==> images/layers.png <==
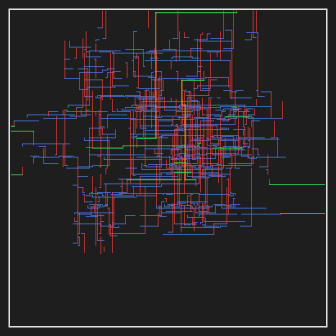
==> images/clock_wires.png <==
Bar = 20 µm.
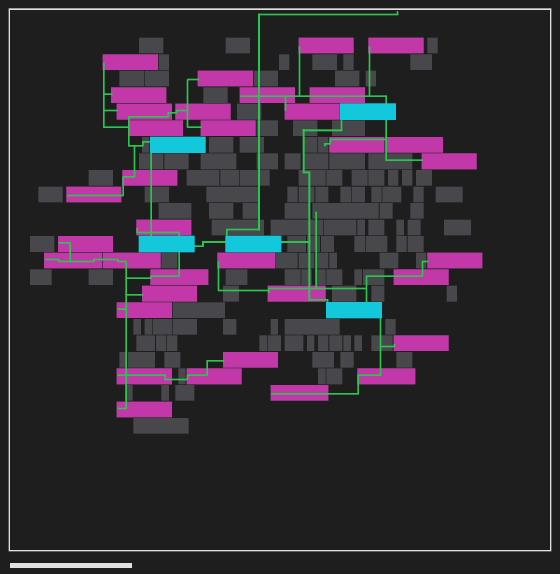
==> images/m3.png <==
Bar = 20 µm.
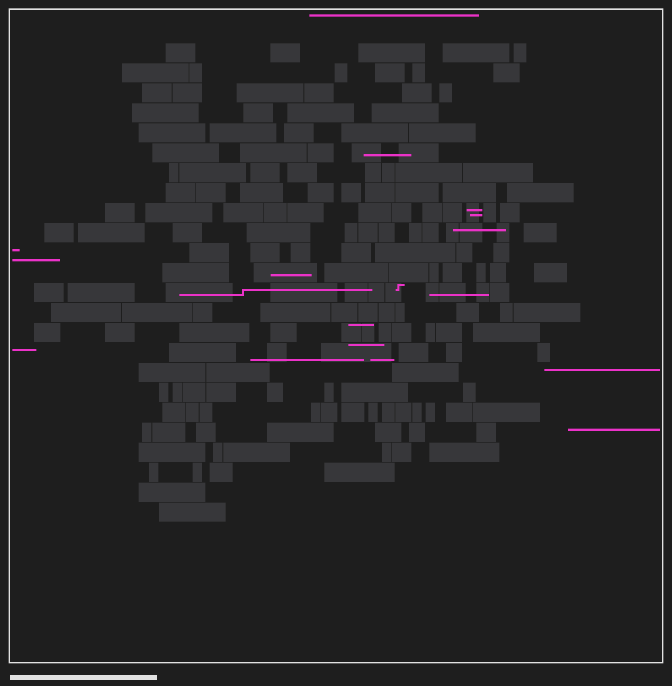
[src/rtl/uart_rx_byte.sv]
// uart_rx_byte: 8N1 UART receiver, LSB first, 16x oversampled, mid-bit sampling.
// Holds one byte at a time. oValid marks a good byte. oFrameErr marks a low stop bit.
//
// state | meaning
// IDLE  | line idle, waiting for a falling edge on the synchronised line
// START | counting 8 ticks to the middle of the start bit to confirm it
// DATA  | sampling 8 data bits, one every 16 ticks, LSB first
// STOP  | waiting 16 ticks to the middle of the stop bit, then report
module uart_rx_byte #(
  parameter int CLK_HZ = 50_000_000,
  parameter int BAUD   = 115200
) (
  input  logic       iClk,
  input  logic       iRst,
  input  logic       iRx,
  output logic [7:0] oData,
  output logic       oValid,
  output logic       oFrameErr,
  output logic       oBusy
);

  localparam int OS    = 16;
  localparam int DIV   = CLK_HZ / (BAUD * OS);
  localparam int DIV_W = (DIV > 2) ? $clog2(DIV) : 1;

  typedef enum logic [1:0] {IDLE, START, DATA, STOP} state_t;

  state_t           state_q, state_d;
  logic             rx_m_q, rx_s_q, rx_p_q;
  logic [DIV_W-1:0] div_q, div_d;
  logic [3:0]       tick_cnt_q, tick_cnt_d;
  logic [2:0]       bit_cnt_q, bit_cnt_d;
  logic [7:0]       shift_q, shift_d;
  logic [7:0]       data_q, data_d;
  logic             valid_q, valid_d;
  logic             ferr_q, ferr_d;
  logic             tick;

  // Two-flop synchroniser for the asynchronous line, plus a delayed copy for edge detection.
  always_ff @(posedge iClk or negedge iRst) begin
    if (!iRst) begin
      rx_m_q <= 1'b1;
      rx_s_q <= 1'b1;
      rx_p_q <= 1'b1;
    end else begin
      rx_m_q <= iRx;
      rx_s_q <= rx_m_q;
      rx_p_q <= rx_s_q;
    end
  end

  // State, counter and output registers.
  always_ff @(posedge iClk or negedge iRst) begin
    if (!iRst) begin
      state_q    <= IDLE;
      div_q      <= '0;
      tick_cnt_q <= '0;
      bit_cnt_q  <= '0;
      shift_q    <= '0;
      data_q     <= '0;
      valid_q    <= 1'b0;
      ferr_q     <= 1'b0;
    end else begin
      state_q    <= state_d;
      div_q      <= div_d;
      tick_cnt_q <= tick_cnt_d;
      bit_cnt_q  <= bit_cnt_d;
      shift_q    <= shift_d;
      data_q     <= data_d;
      valid_q    <= valid_d;
      ferr_q     <= ferr_d;
    end
  end

  assign tick = (div_q == DIV_W'(DIV - 1));

  // Oversample tick generation, next-state logic and frame reporting.
  always_comb begin
    state_d    = state_q;
    div_d      = tick ? '0 : div_q + DIV_W'(1);
    tick_cnt_d = tick_cnt_q;
    bit_cnt_d  = bit_cnt_q;
    shift_d    = shift_q;
    data_d     = data_q;
    valid_d    = 1'b0;
    ferr_d     = 1'b0;
    case (state_q)
      IDLE: begin
        // Only a genuine high-to-low transition starts a frame, so a held-low line never retriggers.
        if (rx_p_q && !rx_s_q) begin
          state_d    = START;
          div_d      = '0;
          tick_cnt_d = '0;
        end
      end
      START: begin
        if (tick) begin
          if (tick_cnt_q == 4'd7) begin
            tick_cnt_d = '0;
            bit_cnt_d  = '0;
            state_d    = rx_s_q ? IDLE : DATA;
          end else begin
            tick_cnt_d = tick_cnt_q + 4'd1;
          end
        end
      end
      DATA: begin
        if (tick) begin
          tick_cnt_d = tick_cnt_q + 4'd1;
          if (tick_cnt_q == 4'd15) begin
            shift_d[bit_cnt_q] = rx_s_q;
            bit_cnt_d          = bit_cnt_q + 3'd1;
            if (bit_cnt_q == 3'd7) begin
              state_d = STOP;
            end
          end
        end
      end
      STOP: begin
        if (tick) begin
          tick_cnt_d = tick_cnt_q + 4'd1;
          if (tick_cnt_q == 4'd15) begin
            // Returning to IDLE mid stop bit lets a following start edge be caught with no idle gap.
            state_d = IDLE;
            if (rx_s_q) begin
              data_d  = shift_q;
              valid_d = 1'b1;
            end else begin
              ferr_d = 1'b1;
            end
          end
        end
      end
      default: state_d = IDLE;
    endcase
  end

  assign oData     = data_q;
  assign oValid    = valid_q;
  assign oFrameErr = ferr_q;
  assign oBusy     = (state_q != IDLE);

endmodule
[config.mk]
export PLATFORM = sky130hd
export DESIGN_NAME = uart_rx_byte
export DESIGN_NICKNAME = d
export VERILOG_FILES = /design/src/rtl/uart_rx_byte.sv
export SDC_FILE = /design/constraint.sdc
export NUM_CORES = 1
export LEC_CHECK = 0
export CORE_MARGIN = 3
export CORE_UTILIZATION = 25
export CTS_BUF_LIST = sky130_fd_sc_hd__clkbuf_16
export CTS_CLUSTER_DIAMETER = 40
export CTS_CLUSTER_SIZE = 16
export DETAILED_ROUTE_END_ITERATION = 8
export GPL_ROUTABILITY_DRIVEN = 0
export GPL_TIMING_DRIVEN = 0
export HOLD_SLACK_MARGIN = 0.03
export PLACE_DENSITY_LB_ADDON = 0.3
export RECOVER_POWER = 50
export REMOVE_ABC_BUFFERS = 1
export SYNTH_ARGS = -nofsm -noshare
export SYNTH_HDL_FRONTEND = slang
export SYNTH_SLANG_ARGS = --single-unit
[constraint.sdc]
create_clock -name iClk -period 1.7 [get_ports iClk]
set_input_delay 0.255 -clock iClk [delete_from_list [all_inputs] [get_ports iClk]]
set_output_delay 0.255 -clock iClk [all_outputs]
set_load 0.1 [all_outputs]
==> flow_summary.toml <==
# synthesis and place-and-route metrics
[drt]
avgViaCountPerCell = 5.000
top_layer_used = "met4"
wl_met2_mm = 1.627
wl_met1_mm = 1.719
drc = 0
ant_nets = 0
wl_met3_um = 144
drt_iter0_markers = 126
first_pass_iters = 4

[cells_and_area]
nNonClkInverters = 3
area_growth_pct = 33.50
lay_top_cells = "dfrtp_1 (27), mux2_2 (14), buf_4 (12), nand2_1 (7), clkbuf_2 (7)"
n_clock_buffer = 5
lay_top_count = "dfrtp_1"
logic_gate_count = 98
regArea_um2 = 885.9
clk_share = 0.07162
fin_util = 0.3523
sh_seq_area = 0.3871
diodes = 0
sh_comb_area = 0.3975
logic_area_um2 = 909.6
largestClassByArea = "multi-input combinational cells"
final-nonclk-buf-share = 0.09677
drive_gt1_frac = 0.4503
fillers = 617
flops = 35
nNetsFinal = 178
buffers_excl_clock = 27

[synthesis]
ys_top_cells_by_count = "dfrtp_1 (32), mux2_2 (15), nand2_1 (9)"
edf_count = 0
ys_cells = 144
top_cell_area_share = 0.4672
ff_type = "dfrtp_1"
synthesis.instances = 144
synthTopLogicFamily = "simple AND/OR/NAND/NOR gates"
top_area_cell = "dfrtp_1"
ys_sh_adder = 0.03650
yosysWarnings = 0
most_common_cell = "dfrtp_1"
ys_sh_aoi = 0.07956
postSynthSeqShare = 0.5131
avgSynthCellArea_um2 = 11.90
numSynthFlops = 35
simple_gate_share = 0.2139
synth_area_um2 = 1714
ys_types = 43
mux_share = 0.1109
synthArstFlopShare = 1.000
xor_share = 0.01533
yosys-top-cells-area = "dfrtp_1 (47%), mux2_2 (9.9%), dfstp_2 (4.6%)"
yosysChipArea_um2 = 1714

[setup_path]
setup.worst_path.end = "shift_q[0]$_DFFE_PN0P_"
r2r_end = "shift_q[0]$_DFFE_PN0P_"
critPathCaptureType = "flop"
r2r-start = "bit_cnt_q[0]$_DFFE_PN0P_"
crit_path_max_fanout = 7
r2r_cells = 3
cp.arrival_ns = 1.86
path_cells = "or4b_4 > nor4b_4 > mux2_4"
rrSetupSlack_ns = 0.0006
crit_type = "reg -> reg"
cp-startpoint = "bit_cnt_q[0]$_DFFE_PN0P_"
slowest_stage = "or4b_4"
start_kind = "flop"
cp.required_ns = 1.86
slowest_delay_ns = 0.58

[final_timing]
fmax_mhz = 588.5
fin_crit_ns = 1.699
rsz0062_at_grt = "yes"
report.final.slew_viol_count = 0
finalSetupViolations = 0
period_used_share = 0.9996
tightest_slew_ns = 0.9468
hold_violations = 0
relSlewSlack = 0.3712

[floorplanning]
dieArea_um2 = 7886
core_area_um2 = 6495
dieWidth_um = 88.81
core.rowCount = 29
die_h_um = 88.81
tap-cell-count = 77
fp_util = 0.2639
io_pins = 14

[grt]
grt_pass1_vias = 1160
overflow = 0
grt-busiest-layer = "met1"
grt_pass1_wl_mm = 5.816
grt_util_met2 = 0.1323
antenna_found_initial = 0
globalRouteMet1Util = 0.1417
grt_max_degree = 36

[cts]
cts_buffer_depth = 2
clock_sinks = 35
clock-root-buffer = "clkbuf_16"
cts_resized = 40
post-cts-setup-buffers = 6
hold_buffers = 0
cts_tree = "yes"
path_clk_slew_ns = 0.05
h-tree-depth = 2
cts_buffers = 5
clk-insertion-delay-late_ns = 0.28

[placed_design]
numPortBuffers = 13
dpl.hpwl_mm = 2.156

[power_and_ir_drop]
irDropWorstVdd_v = 0.0005319
p_total_w = 0.002529
power_density_nw_per_um2 = 1105
leakage_nw = 1.059

[run_status]
status = "finished, final reports clean"

[hold_path]
hp-class = "in -> async"

[job]
maxCapViolations = 0
About layers.png:
Red shows M2, wire length 1,630 µm. Orange shows M4, wire length 64.2 µm. Blue shows M1, wire length 1,720 µm. Green shows M3, wire length 144 µm.
via count: 1,240
DRT Wirelength: 3.555 mm
GRT Overall Usage: 0.09747
Avg WL per Cell: 14.33 µm

About clock_wires.png:
Magenta shows flip-flops, count 35. Cyan shows clock-net drivers, count 5. Green shows clock wires, length 487 µm.
There are 6 routed clock nets.
Power Clock: 0.00101 W
clock skew: 0.004155 ns

About m3.png:
14 nets have wire on it. The layer holds 4.1% of the routed length. The layer carries 144 µm of wire. The wires run mostly horizontal. The longest straight run is 22.8 µm.
GR Util met3: 0.02514

critical path, delay by kind of cell, from the launching register on:
kind          cells  cell delay (ns)
flops             1             0.45
simple gates      2             0.83
mux               1             0.32
power breakdown:
part	leakage [nW]	internal (W)	switching, W	total (W)
clock	0.0812	0.000683	0.000326	0.00101
sequential	0.457	0.000928	0.000141	0.00107
combinational	0.521	0.000221	0.000230	0.000451
total	1.06	0.00183	0.000697	0.00253
stage by stage:
stage               area (µm²)  setup TNS (ns)  cells  setup WS (ns)  hold WS (ns)
CTS                       2217         -0.2902    240        -0.1778       0.09043
global placement          1899          -18.59    225        -0.4760        0.3461
global route              2288        -0.09854    248       -0.04928        0.1665
finish                    2288               0    248      0.0006495       0.07737
detailed placement        1894          -4.226    225        -0.4911        0.3468
floorplan                 1673         -0.4844    135       -0.05560      -0.04059
Power figures rest on the tool's default switching activity, not on a simulated workload.
